File: config.mk
export PLATFORM = sky130hd
export DESIGN_NAME = gtxe2_chnl_cpll_refsel_ctrl
export DESIGN_NICKNAME = d
export VERILOG_FILES = /design/src/rtl/gtxe2_chnl_cpll_refsel_ctrl.sv
export SDC_FILE = /design/constraint.sdc
export NUM_CORES = 1
export LEC_CHECK = 0
export CAP_MARGIN = 20
export CORE_MARGIN = 5
export CORE_UTILIZATION = 45
export DETAILED_ROUTE_END_ITERATION = 10
export PLACE_DENSITY = 0.74
export SETUP_SLACK_MARGIN = 0.3
export SKIP_CTS_REPAIR_TIMING = 1
export SYNTH_ARGS = -nofsm -noshare
export SYNTH_HDL_FRONTEND = slang
export SYNTH_SLANG_ARGS = --single-unit
File: constraint.sdc
create_clock -name clk -period 2.6 [get_ports clk]
set_input_delay 0.39 -clock clk [delete_from_list [all_inputs] [get_ports clk]]
set_output_delay 0.39 -clock clk [all_outputs]
set_load 0.005 [all_outputs]
File: src/rtl/gtxe2_chnl_cpll_refsel_ctrl.sv
// CPLL reference-clock select sequencer: powers the CPLL down, swaps the
// reference mux while powered down, pulses reset, then waits for lock.
module gtxe2_chnl_cpll_refsel_ctrl #(
    parameter logic [2:0] INIT_SEL     = 3'b001,
    parameter int         PD_CYCLES    = 16,
    parameter int         RST_CYCLES   = 8,
    parameter int         LOCK_TIMEOUT = 4096
) (
    input  logic       clk,
    input  logic       rst,
    input  logic       sel_req,
    input  logic [2:0] sel_new,
    input  logic       CPLLLOCK,
    output logic [2:0] CPLLREFCLKSEL,
    output logic       CPLLPD,
    output logic       CPLLRESET,
    output logic       sel_busy,
    output logic       sel_done,
    output logic       sel_err,
    output logic       cpll_ready
);

    localparam int MAX_PR  = (PD_CYCLES > RST_CYCLES) ? PD_CYCLES : RST_CYCLES;
    localparam int MAX_CNT = (MAX_PR > LOCK_TIMEOUT) ? MAX_PR : LOCK_TIMEOUT;
    localparam int CW      = $clog2(MAX_CNT + 1);

    localparam logic [CW-1:0] PD_LAST  = CW'(PD_CYCLES - 1);
    localparam logic [CW-1:0] RST_LAST = CW'(RST_CYCLES - 1);
    localparam logic [CW-1:0] LOCK_MAX = CW'(LOCK_TIMEOUT);

    typedef enum logic [1:0] {
        IDLE,
        PD,
        RST,
        LOCK
    } state_t;

    state_t        state, state_next;
    logic [CW-1:0] count, count_next;
    logic [2:0]    sel_cap, sel_cap_next;
    logic [2:0]    sel_next;
    logic          locked, locked_next;
    logic          done_next, err_next;

    always_ff @(posedge clk) begin
        if (rst) begin
            state         <= PD;
            count         <= '0;
            sel_cap       <= INIT_SEL;
            CPLLREFCLKSEL <= INIT_SEL;
            CPLLPD        <= 1'b1;
            CPLLRESET     <= 1'b0;
            sel_busy      <= 1'b1;
            sel_done      <= 1'b0;
            sel_err       <= 1'b0;
            cpll_ready    <= 1'b0;
            locked        <= 1'b0;
        end else begin
            state         <= state_next;
            count         <= count_next;
            sel_cap       <= sel_cap_next;
            CPLLREFCLKSEL <= sel_next;
            CPLLPD        <= (state_next == PD);
            CPLLRESET     <= (state_next == RST);
            sel_busy      <= (state_next != IDLE);
            sel_done      <= done_next;
            sel_err       <= err_next;
            cpll_ready    <= (state_next == IDLE) && locked_next && CPLLLOCK;
            locked        <= locked_next;
        end
    end

    // The mux is only reloaded on the first PD cycle, so it never moves while
    // the CPLL is powered up.
    always_comb begin
        state_next   = state;
        count_next   = count;
        sel_cap_next = sel_cap;
        sel_next     = CPLLREFCLKSEL;
        locked_next  = locked;
        done_next    = 1'b0;
        err_next     = 1'b0;

        case (state)
            IDLE: begin
                if (sel_req) begin
                    if (sel_new == 3'b000) begin
                        err_next = 1'b1;
                    end else if (sel_new == CPLLREFCLKSEL) begin
                        done_next   = 1'b1;
                        locked_next = 1'b1;
                    end else begin
                        sel_cap_next = sel_new;
                        state_next   = PD;
                        count_next   = '0;
                    end
                end
            end
            PD: begin
                if (count == '0) begin
                    sel_next = sel_cap;
                end
                if (count == PD_LAST) begin
                    state_next = RST;
                    count_next = '0;
                end else begin
                    count_next = count + 1'b1;
                end
            end
            RST: begin
                if (count == RST_LAST) begin
                    state_next = LOCK;
                    count_next = CW'(1);
                end else begin
                    count_next = count + 1'b1;
                end
            end
            LOCK: begin
                if (CPLLLOCK) begin
                    state_next  = IDLE;
                    count_next  = '0;
                    done_next   = 1'b1;
                    locked_next = 1'b1;
                end else if (count == LOCK_MAX) begin
                    state_next  = IDLE;
                    count_next  = '0;
                    err_next    = 1'b1;
                    locked_next = 1'b0;
                end else begin
                    count_next = count + 1'b1;
                end
            end
            default: begin
                state_next = IDLE;
                count_next = '0;
            end
        endcase
    end

endmodule

Run 1, supply network:
The bar under the picture is 20 µm long. Pins as bars on the die edge.
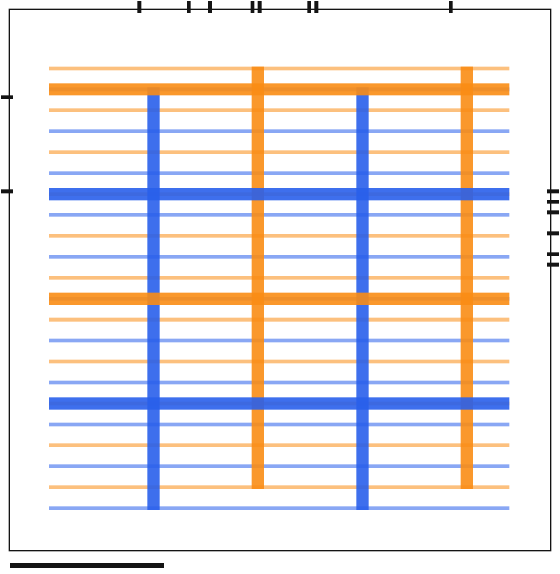
- orange: VDD
- blue: VSS
- signal pins: 16
- met1 rails: 22
- met4 straps: 4
- met5 straps: 4
DIE WIDTH: 70.1 µm
maximum ir drop on the vdd rail: 0.245 mV
area of the placeable core: 3420 µm²

Run 1, cell classes on the final placement:
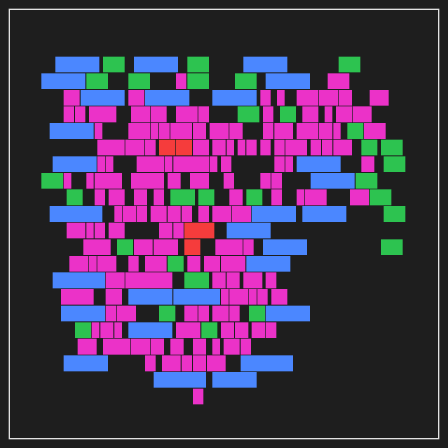
- magenta: remaining logic cells (cells 148; share of their area 54%)
- red: clock drivers and dummy loads (cells 4; share of their area 1.9%)
- green: remaining buffers and delay cells (cells 29; share of their area 14%)
- blue: registers (cells 28; share of their area 30%)
register fraction of the total cell area: 29.3%
final design area excluding fillers: 1970 µm²
Rows: 21
final design utilization: 57.7%

==> run summary, run 1 <==
Synthesis and PnR results.

- Per the run report, area growth between synthesis and finish was 21.0%.
- The largest combinational cell category by area is simple AND/OR/NAND/NOR gates.
- STA classifies the critical path endpoint as a flop.
- Hold is met by 0.496 ns.
- In this run, CTS created clock tree buffers numbering 3.
- The achievable frequency is 415 MHz.
- The final timing report gives a worst setup slack of 0.190 ns.
- The total global-route track usage is 14.8%.
- The number of buffer and inverter instances along the worst setup path is 0.
- The half-perimeter wire length of the detailed placement result reads 2.71 mm.
- After detailed routing, the number of remaining DRC violations is 0.
- The I/O pin count reads 16.
- Per the post-synthesis stats, the area per cell is 8.57 µm².
- The area fraction in mux cells reads 1.84%.
- The global-route wire length before repair is 6.20 mm.
- The share of the clock period used by the worst path reads 92.7%.
- The area of the die is 4920 µm².
- Excluding fillers, the count of instances in the completed layout stands at 255.
- The remaining antenna violation count reads 0.
- Prior to clock tree synthesis, the placed netlist has a worst setup slack of 0.150 ns.
- The most common library cell in the layout ignoring fill and taps reads sky130_fd_sc_hd__dfxtp_1.
- Counting distinct cell types in the post-synthesis netlist gives 51.
- The synthesized netlist occupies a cell area of 1630 µm².
- The power after layout is 731 µW.
- On the final layout, the worst clock skew is 0.00708 ns.
- The largest driver fanout on the critical path reads 8.
- Sequential cells were found to cover 34.4% of the synthesized design area.
- The via count of the first global-routing pass is 1435.
- After synthesis, the most frequently instantiated cells are sky130_fd_sc_hd__dfxtp_1 (28), sky130_fd_sc_hd__nor3_1 (13), sky130_fd_sc_hd__nand3_1 (12).
- The number of vias in the routed layout reads 1577.
- The filler cell count reads 305.
- TritonCTS reports the number of clock sinks as 28.
- The share of final-layout standard cells stronger than drive strength 1 reads 18.2%.
- The number of cells traversed by the worst hold path reads 2.
- Setup repair after global routing could not meet its margin everywhere.
- The number of max-cap violations is 0.
- The cell at the root of the clock tree is sky130_fd_sc_hd__clkbuf_4.
- The count of final hold-check violations reads 0.
- Sorting the synthesis cell report by count puts at the top sky130_fd_sc_hd__dfxtp_1.
- The leakage power summed over all cells reads 0.788 nW.
- The number of nets at floorplan reads 203.
- The buffer levels on the longest clock path is 2.
- The arrival time at the worst endpoint is 2.63 ns.
- The number of I/O port buffers reads 15.
- The most used flip-flop cell after synthesis reads sky130_fd_sc_hd__dfxtp_1.
- The critical path goes through or4_4 > o41a_1 > o31a_1 > and3_1 > a211o_1.
- For this run the aggregate overflow at the end of global routing stands at 0.
- The number of antenna violations at the first check in global routing is 0.
- The later-pin clock latency in the skew report reads 0.32 ns.
- After the first detailed-routing iteration, the DRC count stood at 102.
- The clock slew at the register clock pins of the worst setup and hold paths is 0.15 ns.
- The detailed-router iteration count before antenna repair reads 4.
- The flip-flop and latch count after synthesis is 28.
- Per the synthesis report, the XOR/XNOR share of the synthesized area is 1.61%.
- For reference, simple AND, OR, NAND and NOR cells occupy 29.5% of the area reported after synthesis.
- The area fraction in compound gates is 22.7%.
- Counting buffers and inverters, the worst setup path is 5 cells deep.
- The run finished with clean final reports.
- The synthesis log from Yosys contains 0 warnings.
- The slew at the pin closest to its max-slew limit reads 0.698 ns.
- The headroom to the max-slew limit reads 53.0%.
- The floorplan utilization reads 47.7%.
- The final layout contains routed wiring with a total length of 3.90 mm.
- The critical path class is reg2reg.
- The final weighted congestion in routability-driven placement reads 0.846.
- The average wire length per cell after detail routing is 15.3 µm.
- Dividing total power by cell area gives a power density of 371 nW/µm².
- The chip area from the yosys synthesis statistics is 1630 µm².
- The tightest min-delay check is of the reg2reg type.
- The final antenna diode tally reported by the flow is 0.
- The kind of cell adding the most delay to the critical path is AND-OR/OR-AND gates.
- The tool warning count reads 31.
- The final total negative setup slack is 0 ns.
- The H-tree depth reported by CTS reads 1.
- The maximum single-stage delay on the critical path is 0.56 ns.
- The shortest clock period the worst path allows after layout is 2.41 ns.
- The depth of the most critical reg-to-reg path reads 5.
- The number of cells in the yosys synthesis report reads 190.
Run 1, routed clock nets over the placement:
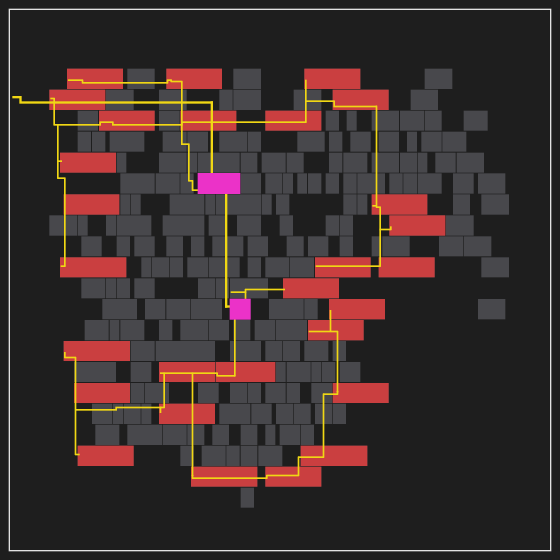
- magenta: clock-net drivers (count 3)
- yellow: clock wires (length 315 µm)
- red: flip-flops (count 28)
- routed clock nets: 4

## run 1: sequential cells by signal, indices dropped and copies added (netlist names)
signal and flops:
locked 1, CPLLPD 1, state 2, CPLLREFCLKSEL 3
cpll_ready 1, CPLLRESET 1, sel_done 1, count 13
sel_err 1, sel_busy 1, sel_cap 3
## run 1: kinds of logic after synthesis
group,count (synthesis)
xor gates and xnor gates,3
buffers and inverters,20
DFF,28
adders and majority gates,6
muxes,3
AOI/OAI and AO/OA,47
and+or+nand+nor,83
## run 1: report_power, final
group          switching (mW)  internal [mW]  leakage, nW
registers             0.00611          0.431        0.230
logic                  0.0417         0.0413        0.537
clock network           0.125         0.0857       0.0210
total                   0.173          0.558        0.788
## run 1: layer usage
metal  share of wire [%]  global-route usage [%]  vias to the layer above
met5                   0                       0                        -
met4                 1.2                    3.62                        0
met3                 6.4                    2.58                        6
met2                  49                    25.2                       72
met1                  43                    19.3                      736
li1                    -                       -                      763
## run 1: area by class of cell
type / count / area [µm²] / area share, %
clock buffer: 4 / 36.3 / 1.84
inverter: 6 / 22.5 / 1.14
multi-input combinational: 142 / 1010 / 51.5
sequential: 28 / 577 / 29.3
tap: 46 / 57.6 / 2.92
timing repair buffer: 29 / 263 / 13.3
## run 1: final timing paths
kind                                              start                 endpoint
worst max-delay path             count[11]$_SDFFE_PP0P_    count[7]$_SDFFE_PP0P_
worst min-delay path            sel_cap[2]$_SDFFE_PP0P_  sel_cap[2]$_SDFFE_PP0P_
worst max register to register   count[11]$_SDFFE_PP0P_    count[7]$_SDFFE_PP0P_
worst min register to register  sel_cap[2]$_SDFFE_PP0P_  sel_cap[2]$_SDFFE_PP0P_
Run 1, routed metal, one color a layer:
The bar under the picture is 20 µm long.
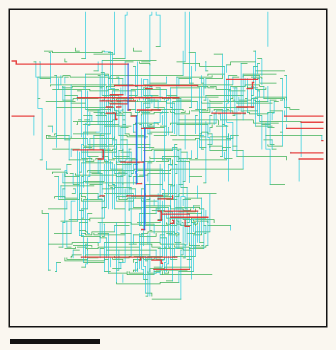

==> run 2, diff against run 1 <==
CORE_UTILIZATION = 40   (was 45)
PLACE_DENSITY = 0.68   (was 0.74)
Run 2, routed metal, one color a layer:
The bar under the picture is 20 µm long.
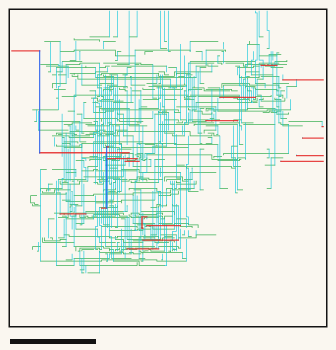
- green: M1 (wire length 1900 µm)
- red: M3 (wire length 122 µm)
- cyan: M2 (wire length 1800 µm)
- blue: M4 (wire length 38.1 µm)

==> run 2 against run 1 <==
  * Wire length decreased by 0.90%
  * Critical endpoint is now count[9]$_SDFFE_PP0P_
  * Cell area increased by 0.76%
  * Largest cell class unchanged
  * Setup slack improved by 0.028 ns
  * Sequential power about the same
  * Critical path type unchanged
  * Final cell count increased by 0.39%
  * Power increased by 17%
  * Via count decreased by 5.4%
  * Clock-buffer cell count decreased by 1
==> run summary, run 2 <==
Synthesis and PnR results.

- The I/O pin count reads 16.
- The per-instance average area after synthesis reads 8.57 µm².
- The average wire length per cell after detail routing reads 15.1 µm.
- The count of placed standard cells in the final layout, fillers left out reads 256.
- The final cell area excluding filler cells is 1980 µm².
- The largest single stage delay on the critical path is 0.59 ns.
- Summing the sequential cell areas from Yosys gives 34.4% of the chip area.
- The antenna cell count reads 0.
- The arrival time at the worst endpoint is 2.56 ns.
- After filler insertion, the fill cell instance count of the layout stands at 386.
- The first global-routing pass estimated 6.28 mm of wire.
- The kind of capture point of the worst setup path is a flop.
- The count of different cell masters after synthesis is 51.
- During placement, the flow inserted port buffers numbering 15.
- The logic area reads 1020 µm².
- The flip-flop count of the largest register, all copies and words added is 13.
- The number of nets at floorplan reads 203.
- The routed wire length reads 3.86 mm.
- Looking at the max-slew report, the worst-margin pin has a slew of 0.476 ns.
- The area of the die is 5440 µm².
- The most used flip-flop cell after synthesis is sky130_fd_sc_hd__dfxtp_1.
- The final total negative setup slack reads 0 ns.
- The cell sequence reported for the critical path is or4_4 > o41a_1 > buf_4 > o31ai_4 > buf_4 > nor3_1 > a211o_1.
- The most common library cell in the layout ignoring fill and taps is sky130_fd_sc_hd__dfxtp_1.
- The share of final-layout standard cells stronger than drive strength 1 is 17.0%.
- The register with the most flip-flops is count.
- Setup repair after global routing could not meet its margin everywhere.
- Between clock sinks in the finished design, the worst skew comes to 0.00957 ns.
- The count of final hold-check violations reads 0.
- The number of cells in the yosys synthesis report reads 190.
- The origin of the critical flop-to-flop path reads count[6]$_SDFFE_PP0P_.
- The iteration count recorded for the first detailed-route pass is 4.
- In this run the worst path has a maximum fanout of 8.
- The number of vias in the routed layout is 1492.
- The total global-route track usage reads 14.2%.
- The flip-flop and latch area reads 573 µm².
- Yosys reports that the most numerous cell types are sky130_fd_sc_hd__dfxtp_1 (28), sky130_fd_sc_hd__nor3_1 (13), sky130_fd_sc_hd__nand3_1 (12).
- The critical path class reads reg2reg.
- The tool warning count is 31.
- In this run the remaining antenna-violating nets after routing total 0.
- The maximum VDD drop is 0.283 mV.
- The registers reported with the highest flop counts are count x13, CPLLREFCLKSEL x3, sel_cap x3.
- For this block, the initial DRC count from the detailed router was 90.
- The number of max-cap violations is 0.
- The area fraction in compound gates reads 22.7%.
- The timing startpoint of the critical path reads count[6]$_SDFFE_PP0P_.
- The headroom to the max-slew limit reads 67.9%.
- The buffer levels on the longest clock path reads 2.
- The worst hold path startpoint is sel_cap[1]$_SDFFE_PP0P_.
- The share of the clock period used by the worst path reads 91.6%.
- The die is 73.8 µm wide.
- The layout overhead on the synthesized area is 21.9%.
- The H-tree depth reported by CTS reads 1.
- Yosys instantiated no cell more often than sky130_fd_sc_hd__dfxtp_1.
- The run finished with clean final reports.
- The chip area from the yosys synthesis statistics is 1630 µm².
- The later-pin clock latency in the skew report is 0.27 ns.
- The cell at the root of the clock tree reads sky130_fd_sc_hd__clkbuf_8.
Run 2, cell classes on the final placement:
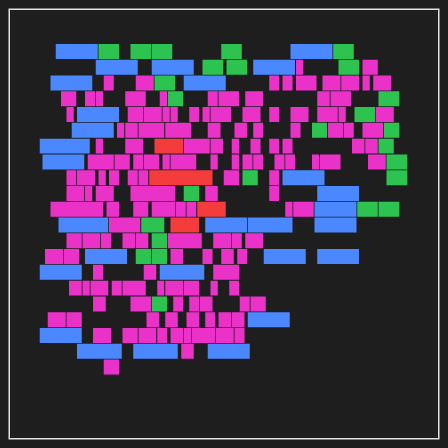
- green: remaining buffers and delay cells (cells 26; share of their area 12%)
- red: clock drivers and dummy loads (cells 4; share of their area 3.7%)
- blue: registers (cells 28; share of their area 30%)
- magenta: remaining logic cells (cells 148; share of their area 54%)
area of the placeable core: 3970 µm²
Rows: 23
register fraction of the total cell area: 28.9%

[run 2: cell counts after synthesis]
Identical to the previous run, type by type.
[run 2: worst max-delay path: cells and delay by family (launching register included)]
kind | cells | cell delay (ns)
compound gates | 3 | 0.90
simple gates | 2 | 0.64
buf+inv | 2 | 0.37
flops | 1 | 0.37
[run 2: stage by stage]
stage	hold slack (ns)	worst slack (ns)	utilization, %	power (mW)
floorplan	0.434	0.317	-	0.491
global placement	0.452	0.213	46.3	0.521
detailed placement	0.469	0.161	46.3	0.522
CTS	0.483	0.129	48.0	0.867
global route	0.535	0.173	50.0	0.895
finish	0.477	0.218	50.0	0.859
[run 2: path summary, 6_finish.rpt]
kind              cells after the start  slack (ns)                 endpoint
setup / recovery                      7        0.22    count[9]$_SDFFE_PP0P_
hold / removal                        2        0.48  sel_cap[1]$_SDFFE_PP0P_
setup reg to reg                      7        0.22    count[9]$_SDFFE_PP0P_
hold reg to reg                       2        0.48  sel_cap[1]$_SDFFE_PP0P_
[run 2: per-layer routing]
layer / global-route usage, % / wire, µm / vias to the layer above / share of wire [%]
met2: 23.0 / 1800 / 28 / 47
met4: 3.62 / 38 / 0 / 0.98
li1: - / - / 754 / -
met5: 0 / 0 / - / 0
met3: 2.05 / 122 / 4 / 3.2
met1: 19.6 / 1900 / 706 / 49
[run 2: cell type report]
cell class / count / area share, %
timing repair buffer: 26 / 11.9
sequential: 28 / 28.9
clock buffer: 3 / 2.08
clock inverter: 1 / 1.51
inverter: 6 / 1.13
tap: 50 / 3.15
multi-input combinational: 142 / 51.3
[run 2: report_power, final]
| part | internal (mW) | leakage [nW] | switching [mW] |
|---|---|---|---|
| clock network | 0.206 | 0.0357 | 0.135 |
| logic | 0.0382 | 0.518 | 0.0401 |
| registers | 0.433 | 0.229 | 0.00705 |
Run 2, supply network:
The bar under the picture is 20 µm long. Pins as bars on the die edge.
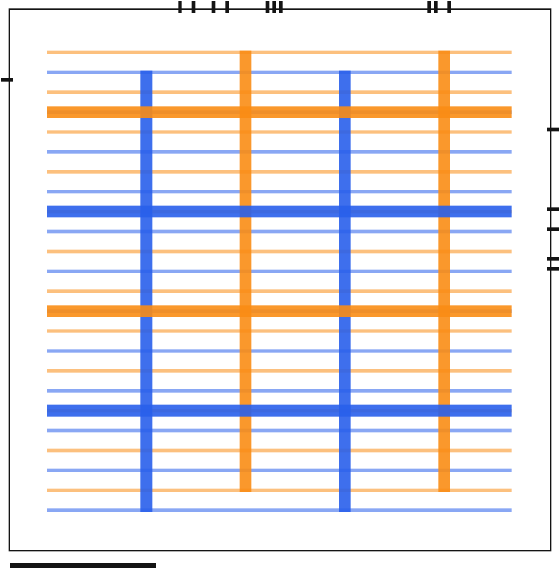

==> run 3, diff against run 2 <==
CORE_MARGIN = default   (was 5)
CTS_BUF_LIST = sky130_fd_sc_hd__clkbuf_4 sky130_fd_sc_hd__clkbuf_8   (was default)
Run 3, supply network:
The bar under the picture is 20 µm long. Pins as bars on the die edge.
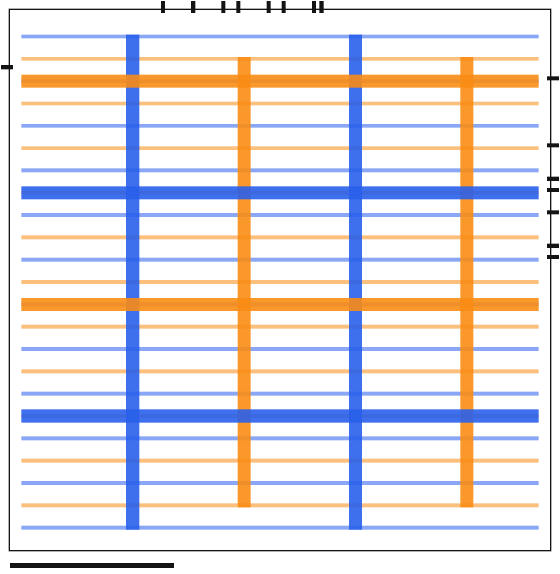
- orange: VDD
- blue: VSS
- signal pins: 16
- rows: 22

==> run 3 against run 2 <==
  * Clock-buffer cell count grew 1
  * Sequential power is essentially flat
  * First-iteration DRC count shrank 32%
  * Non-clock buffer count grew 5
  * Maximum frequency grew 1.0%
  * Critical path type unchanged
  * Largest cell class unchanged
  * Largest power group unchanged
==> run summary, run 3 <==
Synthesis and PnR results.

- The flow ran to the end, and the final reports show no timing, DRC or antenna violations.
- The slew check shows that the tightest pin keeps a relative margin of 70.0%.
- The x dimension of the die is 65.8 µm.
- Routing resource usage on met3 recorded by global route was 2.76%.
- The arrival time at the worst endpoint is 2.53 ns.
- Setup total negative slack on the finished layout was measured at 0 ns.
- The registers reported with the highest flop counts are count x13, CPLLREFCLKSEL x3, sel_cap x3.
- The switching power total is 184 µW.
- The share of final-layout standard cells stronger than drive strength 1 reads 20.4%.
- The signal on the critical path passes through or4_4 > o41a_1 > o31a_1 > and3_1 > a211o_1.
- The maximum single-stage delay on the critical path reads 0.57 ns.
- The DRC violation total after the first TritonRoute iteration reads 61.
- The clock passes through at most 2 buffers.
- The floorplan has 22 rows.
- The number of cells in the yosys synthesis report is 190.
- The share of power burned in registers is 55.4%.
- The first TritonRoute pass finished after 4 iterations.
- The post-route DRC violation count is 0.
- The half-perimeter wire length of the detailed placement result reads 2.66 mm.
- Among all cell types in the netlist, the one instantiated most often is sky130_fd_sc_hd__dfxtp_1.
- The transition time recorded at the tightest slew-check pin is 0.450 ns.
- TritonRoute output was used to compute an average wire per cell of 15.4 µm.
- The number of vias in the routed layout is 1589.
- During placement, the flow inserted port buffers numbering 15.
- The combinational power reads 80.7 µW.
- The via count of the first global-routing pass is 1440.
- The part of the power in the clock network is 34.4%.
- The largest power group is registers.
- The xor-xnor portion of the synthesized cell area is 1.61%.
- The largest combinational cell category by area is simple AND/OR/NAND/NOR gates.
- Based on the critical path, the design can be clocked at up to 424 MHz.
- The global-route wire length before repair reads 6.20 mm.
- The flip-flop and latch count after synthesis reads 28.
- Sorting the synthesized cells by how often they occur yields sky130_fd_sc_hd__dfxtp_1 (28), sky130_fd_sc_hd__nor3_1 (13), sky130_fd_sc_hd__nand3_1 (12).
- The critical path class is reg2reg.
- The count of placed standard cells in the final layout, fillers left out reads 259.
- The shortest clock period the worst path allows after layout is 2.36 ns.
- The area of the die reads 4330 µm².
- The clock network power consumption is 271 µW.
- The worst setup slack for register-to-register paths reads 0.24 ns.
- The power density relative to cell area reads 390 nW/µm².
- The simple-gate area share of the yosys netlist reads 29.5%.
- The area fraction in compound gates is 22.7%.
- The clock reaches the later pin of the worst-skew pair after 0.28 ns.
- The met1 capacity usage during global routing is 23.6%.
- The kind of cell with the highest combined delay along the critical path is AND-OR/OR-AND gates.
- Leaving out fill and tap cells, the most frequent cell in the layout is sky130_fd_sc_hd__dfxtp_1.
- Net switching is 23.3% of the power.
- The number of different library cells used by synthesis comes to 51.
- The internal power of the cells totals 606 µW.
- The filler cell count reads 329.
- The register with the most flip-flops reads count.
- Global routing used 29.5% of the available met2 tracks.
- The layout overhead on the synthesized area is 24.3%.
Run 3, cell classes on the final placement:
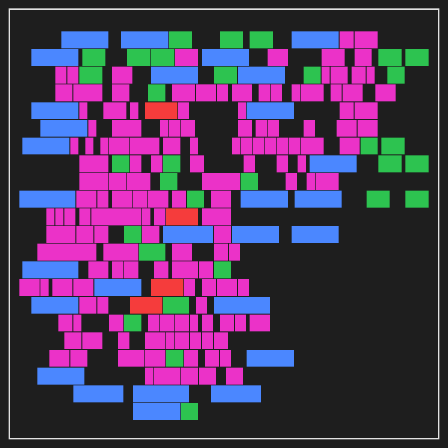
register fraction of the total cell area: 28.6%
area of the placeable core: 3770 µm²

==> run 3: cell counts after synthesis <==
No cell type changed its count.
==> run 3: area by class of cell <==
| type | count | area [µm²] | share of cell area, % |
|---|---|---|---|
| inverters | 6 | 22.5 | 1.11 |
| well taps | 48 | 60.1 | 2.97 |
| repair buffers | 31 | 278 | 13.7 |
| multi-input cells | 142 | 1030 | 50.8 |
| clock buffers | 4 | 55.1 | 2.72 |
| flip-flops and latches | 28 | 579 | 28.6 |
==> run 3: cells by family after synthesis <==
logic type / Yosys count
AOI/OAI and AO/OA: 47
xor gates and xnor gates: 3
adders and majority gates: 6
buffers and inverters: 20
DFF: 28
muxes: 3
and+or+nand+nor: 83
==> run 3: worst register-to-register path, cell delays in order (launching register included) <==
cell and delay (ns):
sky130_fd_sc_hd__dfxtp_4 0.37, sky130_fd_sc_hd__or4_4 0.57, sky130_fd_sc_hd__o41a_1 0.49, sky130_fd_sc_hd__o31a_1 0.40, sky130_fd_sc_hd__and3_1 0.20, sky130_fd_sc_hd__a211o_1 0.22
==> run 3: worst paths after layout <==
check / start / to / cells after the start
max: count[7]$_SDFFE_PP0P_ / count[12]$_SDFFE_PP0P_ / 5
min: sel_cap[2]$_SDFFE_PP0P_ / sel_cap[2]$_SDFFE_PP0P_ / 2
max reg2reg: count[7]$_SDFFE_PP0P_ / count[12]$_SDFFE_PP0P_ / 5
min reg2reg: sel_cap[2]$_SDFFE_PP0P_ / sel_cap[2]$_SDFFE_PP0P_ / 2
==> run 3: metal layers <==
metal	part of all wire, %	up-vias	wire length (µm)
li1	-	771	-
met1	45	755	1810
met2	47	53	1870
met3	5.1	10	204
met4	2.5	0	99
met5	0	-	0
Power is estimated from default activity; no workload was simulated.
